Clock wires, drivers and flops:
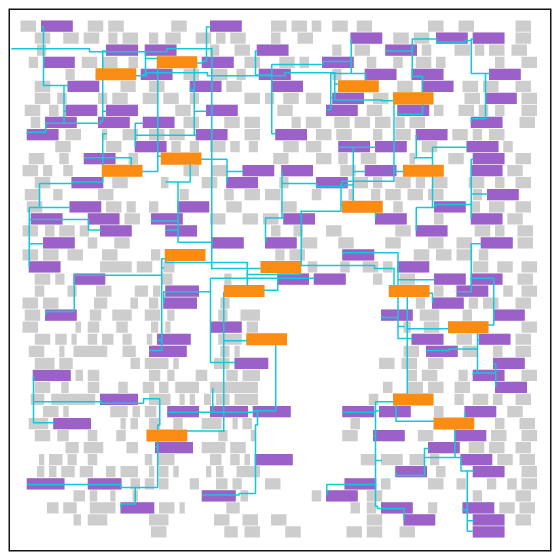
Cells by drive strength:
The bar under the picture is 20 um long.
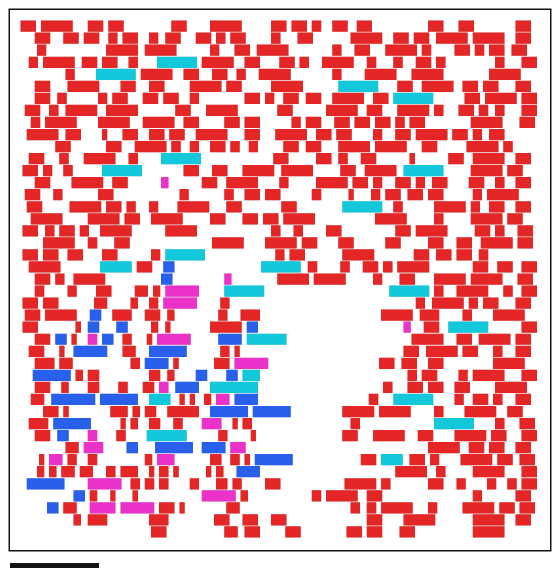
Where the registers sit:
The bar under the picture is 20 um long. Other sequential cells in the stronger gray, the rest of the logic in the fainter gray.
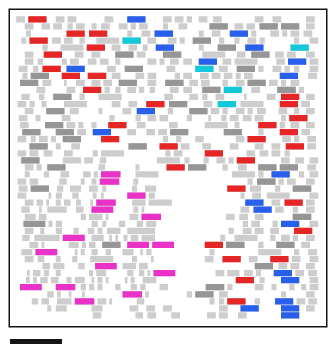
Clock nets:
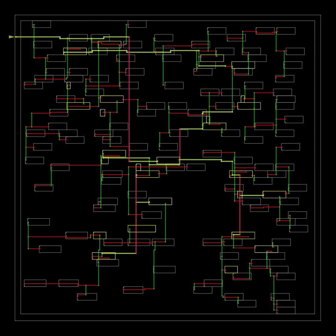
[config.mk]
export PLATFORM = sky130hd
export DESIGN_NAME = id_ex_stage_reg
export DESIGN_NICKNAME = d
export VERILOG_FILES = /design/src/rtl/id_ex_stage_reg.sv
export SDC_FILE = /design/constraint.sdc
export NUM_CORES = 1
export LEC_CHECK = 0
export CAP_MARGIN = 20
export CELL_PAD_IN_SITES_DETAIL_PLACEMENT = 1
export CELL_PAD_IN_SITES_GLOBAL_PLACEMENT = 1
export CORE_MARGIN = 2
export CORE_UTILIZATION = 27
export CTS_CLUSTER_DIAMETER = 30
export CTS_CLUSTER_SIZE = 24
export DETAILED_ROUTE_END_ITERATION = 6
export GPL_ROUTABILITY_DRIVEN = 0
export PLACE_DENSITY_LB_ADDON = 0.12
export SLEW_MARGIN = 10
export SYNTH_ARGS = -nofsm -noshare
export SYNTH_HDL_FRONTEND = slang
export SYNTH_SLANG_ARGS = --single-unit
[constraint.sdc]
create_clock -name clk -period 1.9 [get_ports clk]
set_input_delay 0.57 -clock clk [delete_from_list [all_inputs] [get_ports clk]]
set_output_delay 0.57 -clock clk [all_outputs]
set_load 0.005 [all_outputs]
[src/rtl/id_ex_stage_reg.sv]
// ----------------------------------------------------------------------------
// Module      : id_ex_stage_reg
// Description : ID/EX pipeline register for the 32-bit PA-RISC pipeline.
//               Bubble insertion for stall/flush, nullification carry-over
//               and a saturating inserted-bubble counter.
// Revision    : 1.0 - initial release
// ----------------------------------------------------------------------------
`default_nettype none

module id_ex_stage_reg (
  input  logic        clk,
  input  logic        reset,
  input  logic        stall,
  input  logic        flush,
  input  logic        ex_nullify,
  input  logic        id_valid,
  input  logic [31:0] id_RA,
  input  logic [31:0] id_RB,
  input  logic [20:0] id_I,
  input  logic [2:0]  id_S,
  input  logic [3:0]  id_alu_op,
  input  logic [4:0]  id_rd,
  input  logic        id_rf_le,
  input  logic        id_mem_rd,
  input  logic        id_mem_wr,
  output logic        ex_valid,
  output logic [31:0] ex_RA,
  output logic [31:0] ex_RB,
  output logic [20:0] ex_I,
  output logic [2:0]  ex_S,
  output logic [3:0]  ex_alu_op,
  output logic [4:0]  ex_rd,
  output logic        ex_rf_le,
  output logic        ex_mem_rd,
  output logic        ex_mem_wr,
  output logic        ex_nullified,
  output logic        nullify_pending,
  output logic [15:0] bubble_count
);

  localparam logic [15:0] C_BC_MAX = 16'hFFFF;

  logic        r_valid;
  logic [31:0] r_ra;
  logic [31:0] r_rb;
  logic [20:0] r_i;
  logic [2:0]  r_s;
  logic [3:0]  r_alu_op;
  logic [4:0]  r_rd;
  logic        r_rf_le;
  logic        r_mem_rd;
  logic        r_mem_wr;
  logic        r_nullified;
  logic        r_pending;
  logic [15:0] r_bubble_count;

  logic        w_null_cond;
  logic        w_capture;
  logic        w_nullified_d;
  logic        w_pending_d;
  logic        w_count_bubble;

  // Priority: flush > stall > nullify (with/without a real instruction) > capture.
  always_comb begin
    w_null_cond    = ex_nullify | r_pending;
    w_capture      = 1'b0;
    w_nullified_d  = 1'b0;
    w_pending_d    = r_pending;
    w_count_bubble = 1'b0;
    if (flush) begin
      w_pending_d    = 1'b0;
      w_count_bubble = 1'b1;
    end else if (stall) begin
      w_pending_d    = r_pending | ex_nullify;
      w_count_bubble = 1'b1;
    end else if (w_null_cond) begin
      // An empty ID slot cannot absorb the nullify, so it carries over.
      w_nullified_d  = id_valid;
      w_pending_d    = ~id_valid;
      w_count_bubble = id_valid;
    end else begin
      w_capture      = 1'b1;
    end
  end

  always_ff @(posedge clk) begin
    if (reset) begin
      r_valid        <= 1'b0;
      r_ra           <= '0;
      r_rb           <= '0;
      r_i            <= '0;
      r_s            <= '0;
      r_alu_op       <= '0;
      r_rd           <= '0;
      r_rf_le        <= 1'b0;
      r_mem_rd       <= 1'b0;
      r_mem_wr       <= 1'b0;
      r_nullified    <= 1'b0;
      r_pending      <= 1'b0;
      r_bubble_count <= '0;
    end else begin
      r_valid     <= w_capture & id_valid;
      r_ra        <= w_capture ? id_RA     : '0;
      r_rb        <= w_capture ? id_RB     : '0;
      r_i         <= w_capture ? id_I      : '0;
      r_s         <= w_capture ? id_S      : '0;
      r_alu_op    <= w_capture ? id_alu_op : '0;
      r_rd        <= w_capture ? id_rd     : '0;
      r_rf_le     <= w_capture & id_rf_le;
      r_mem_rd    <= w_capture & id_mem_rd;
      r_mem_wr    <= w_capture & id_mem_wr;
      r_nullified <= w_nullified_d;
      r_pending   <= w_pending_d;
      if (w_count_bubble && (r_bubble_count != C_BC_MAX)) begin
        r_bubble_count <= r_bubble_count + 16'd1;
      end
    end
  end

  assign ex_valid        = r_valid;
  assign ex_RA           = r_ra;
  assign ex_RB           = r_rb;
  assign ex_I            = r_i;
  assign ex_S            = r_s;
  assign ex_alu_op       = r_alu_op;
  assign ex_rd           = r_rd;
  assign ex_rf_le        = r_rf_le;
  assign ex_mem_rd       = r_mem_rd;
  assign ex_mem_wr       = r_mem_wr;
  assign ex_nullified    = r_nullified;
  assign nullify_pending = r_pending;
  assign bubble_count    = r_bubble_count;

endmodule

`default_nettype wire

==> changes_impl.md <==
### Changed

* Fmax at 538 MHz
* Dpl cells at 733
* Clk slew on worst S/H paths at 0.06 ns
* Row count at 43
* CTS tree: yes
* Status: finished clean
* Post-route DRC at 0
* Max_slew headroom at 72.1%
* P&R area growth vs syn at 82.9%
* Die H at 122 um
* Avg Vias per Cell at 4.27
* Ys flops at 119
* GRT met2 Usage at 28.1%
* Max Fanout on Critical Path at 5
* Fp util at 27.4%
* Main area contributors: dfxtp_1 63%, and2_1 17%, mux2_4 2.4%, nor2b_1 1.5%, clkbuf_1 1.3%
* DIE AREA at 0.0149 mm^2
* Ports at 225
* Fin Setup TNS at 0 ns
* Initial antenna violation count at 0
* Total Wirelength at 12,400 um
* Core Region at 0.0137 mm^2
* Post-layout min period at 1.86 ns
* Startpoint types: input port
* GR Layer Usage met1 at 17.6%
* Data required time of the worst path at 2.22 ns
* Sequential area share after synthesis at 63.4%
* Mapped Nets at 439
* Wire per inst at 16.3 um
* First-pass GRT wire length at 18,200 um
* Leakage at 0.00276 uW
* DP Area at 0.00628 mm^2
* Drt pass-1 iters at 4
* Most crowded layer after global routing: met2
* RSZ-0062 raised after global routing: false
* Final antenna-violating net count at 0
* CTS buffer count at 17
* DRT iter0 DRCs at 91
* Worst-Margin Slew at 0.419 ns
* Final hold violations at 0
* Final Max Tran Viols at 0
* Unique cell type count in the Yosys netlist at 41
* Non-filler instance count after layout at 761
* Antenna diodes at 0
* Most frequent cells after synthesis: 119 x dfxtp_1, 102 x and2_1, 13 x clkbuf_1, 13 x nor2_1, 9 x nor2b_1
* Mean Syn Cell Area at 11.3 um^2
* Nets at 680
## Picture notes: 'clock wires, drivers and flops'
clock wires: in cyan, length 1,600 um. clock drivers: in orange, count 17. flip-flops: in purple, count 119.
Position of the flops: widely spread.

## Picture notes: 'cells by drive strength'
_2 cells: in magenta, cells 20, share 3.4%. _0 and _1 cells: in red, cells 508, share 87%. _6 and larger: in cyan, cells 22, share 3.8%. _3 and _4 cells: in blue, cells 31, share 5.3%.

## Picture notes: 'where the registers sit'
ex_rd: in cyan, placed flops 5. bubble_count: in magenta, placed flops 16. ex_I: in blue, placed flops 21. ex_RB: in red, placed flops 32, where widely spread.
Another 45 sequential cells are not colored.

## Picture notes: 'clock nets'
CTS sink cnt: 119
clk_skew: 0.0102 ns
num sequential: 119
Clock group: 2840 uW

power by group:
part | leakage (uW) | internal (uW) | total [uW] | switching, uW
logic | 0.00154 | 305 | 420 | 115
clock network | 0.000253 | 1820 | 2840 | 1030
registers | 0.000973 | 2530 | 2550 | 16.6
total | 0.00276 | 4650 | 5810 | 1160
flip-flops by register name, summed over array words and instances, names as in the netlist, 3 cells and up:
name,count
ex_S,3
ex_RA,32
ex_rd,5
ex_RB,32
ex_I,21
bubble_count,16
ex_alu_op,4
through the flow:
step | worst slack (ns) | hold slack, ns
6_report | 0.0419 | 0.501
5_1_grt | 0.00211 | 0.525
4_1_cts | 0.0000292 | 0.503
3_5_place_dp | -0.451 | 0.549
3_3_place_gp | -0.427 | 0.520
2_1_floorplan | 0.225 | 0.512
worst paths after layout:
check                   start               end  cells after the start  slack [ns]
max                  id_valid   bubble_count[9]                      5        0.04
min reg2reg  bubble_count[12]  bubble_count[12]                      1        0.50
max reg2reg   bubble_count[0]  bubble_count[15]                      6        0.14
min          bubble_count[12]  bubble_count[12]                      1        0.50
layout by cell type, fill, tap and decap left out, drive strengths merged, types with 2 or more instances in the layout:
| cell | n |
|---|---|
| a2111oi | 2 |
| a211oi | 5 |
| a21oi | 5 |
| and2 | 102 |
| and3 | 3 |
| and4 | 3 |
| buf | 15 |
| clkbuf | 22 |
| clkdlybuf4s50 | 213 |
| clkinv | 3 |
| dfxtp | 119 |
| dlygate4sd2 | 5 |
| dlymetal6s2s | 6 |
| inv | 3 |
| mux2 | 9 |
| nand2 | 6 |
| nand2b | 2 |
| nand3 | 7 |
| nand4 | 2 |
| nor2 | 13 |
| nor2b | 9 |
| nor3 | 5 |
| nor4 | 4 |
| o21ai | 2 |
| or2 | 2 |
critical path, stage by stage:
cell             delay, ns
clkdlybuf4s50_1       0.54
o21a_1                0.21
o211ai_1              0.15
or4_1                 0.50
a21oi_1               0.20
per-layer routing:
metal	up-vias	wire [um]
li1	1564	-
met1	1521	4680
met2	153	6230
met3	14	1290
met4	0	182
met5	-	0
cell type report:
cell class / count / area, um^2
flip-flops and latches: 119 / 2420
clock buffers: 22 / 464
repair buffers: 239 / 2380
inverters: 3 / 11.3
multi-input cells: 193 / 1320
well taps: 180 / 225
fillers: 1501 / 6850
clock inverters: 5 / 52.6
cells by family (layout without fill, tap and decap cells):
| kind of cell | Yosys count | count (layout) | share of synthesized area [%] |
|---|---|---|---|
| AND-OR/OR-AND | 22 | 22 | 4.73 |
| adder cells (fa/ha/maj) | 1 | 1 | 0.333 |
| buffers and inverters | 20 | 269 | 2.20 |
| flip-flops | 119 | 119 | 63.4 |
| multiplexers | 10 | 10 | 3.56 |
| AND/OR/NAND/NOR | 160 | 160 | 25.8 |
repair_timing:
| action | CTS | global route |
|---|---|---|
| endpoints found under the setup margin | 19 | 12 |
| endpoints found under the hold margin | 0 | 0 |
| pin swaps | 1 | 2 |
| resized | 27 | 13 |
| cloned | 0 | 0 |
| setup buffers | 0 | 1 |
Power and IR drop assume default switching activity.
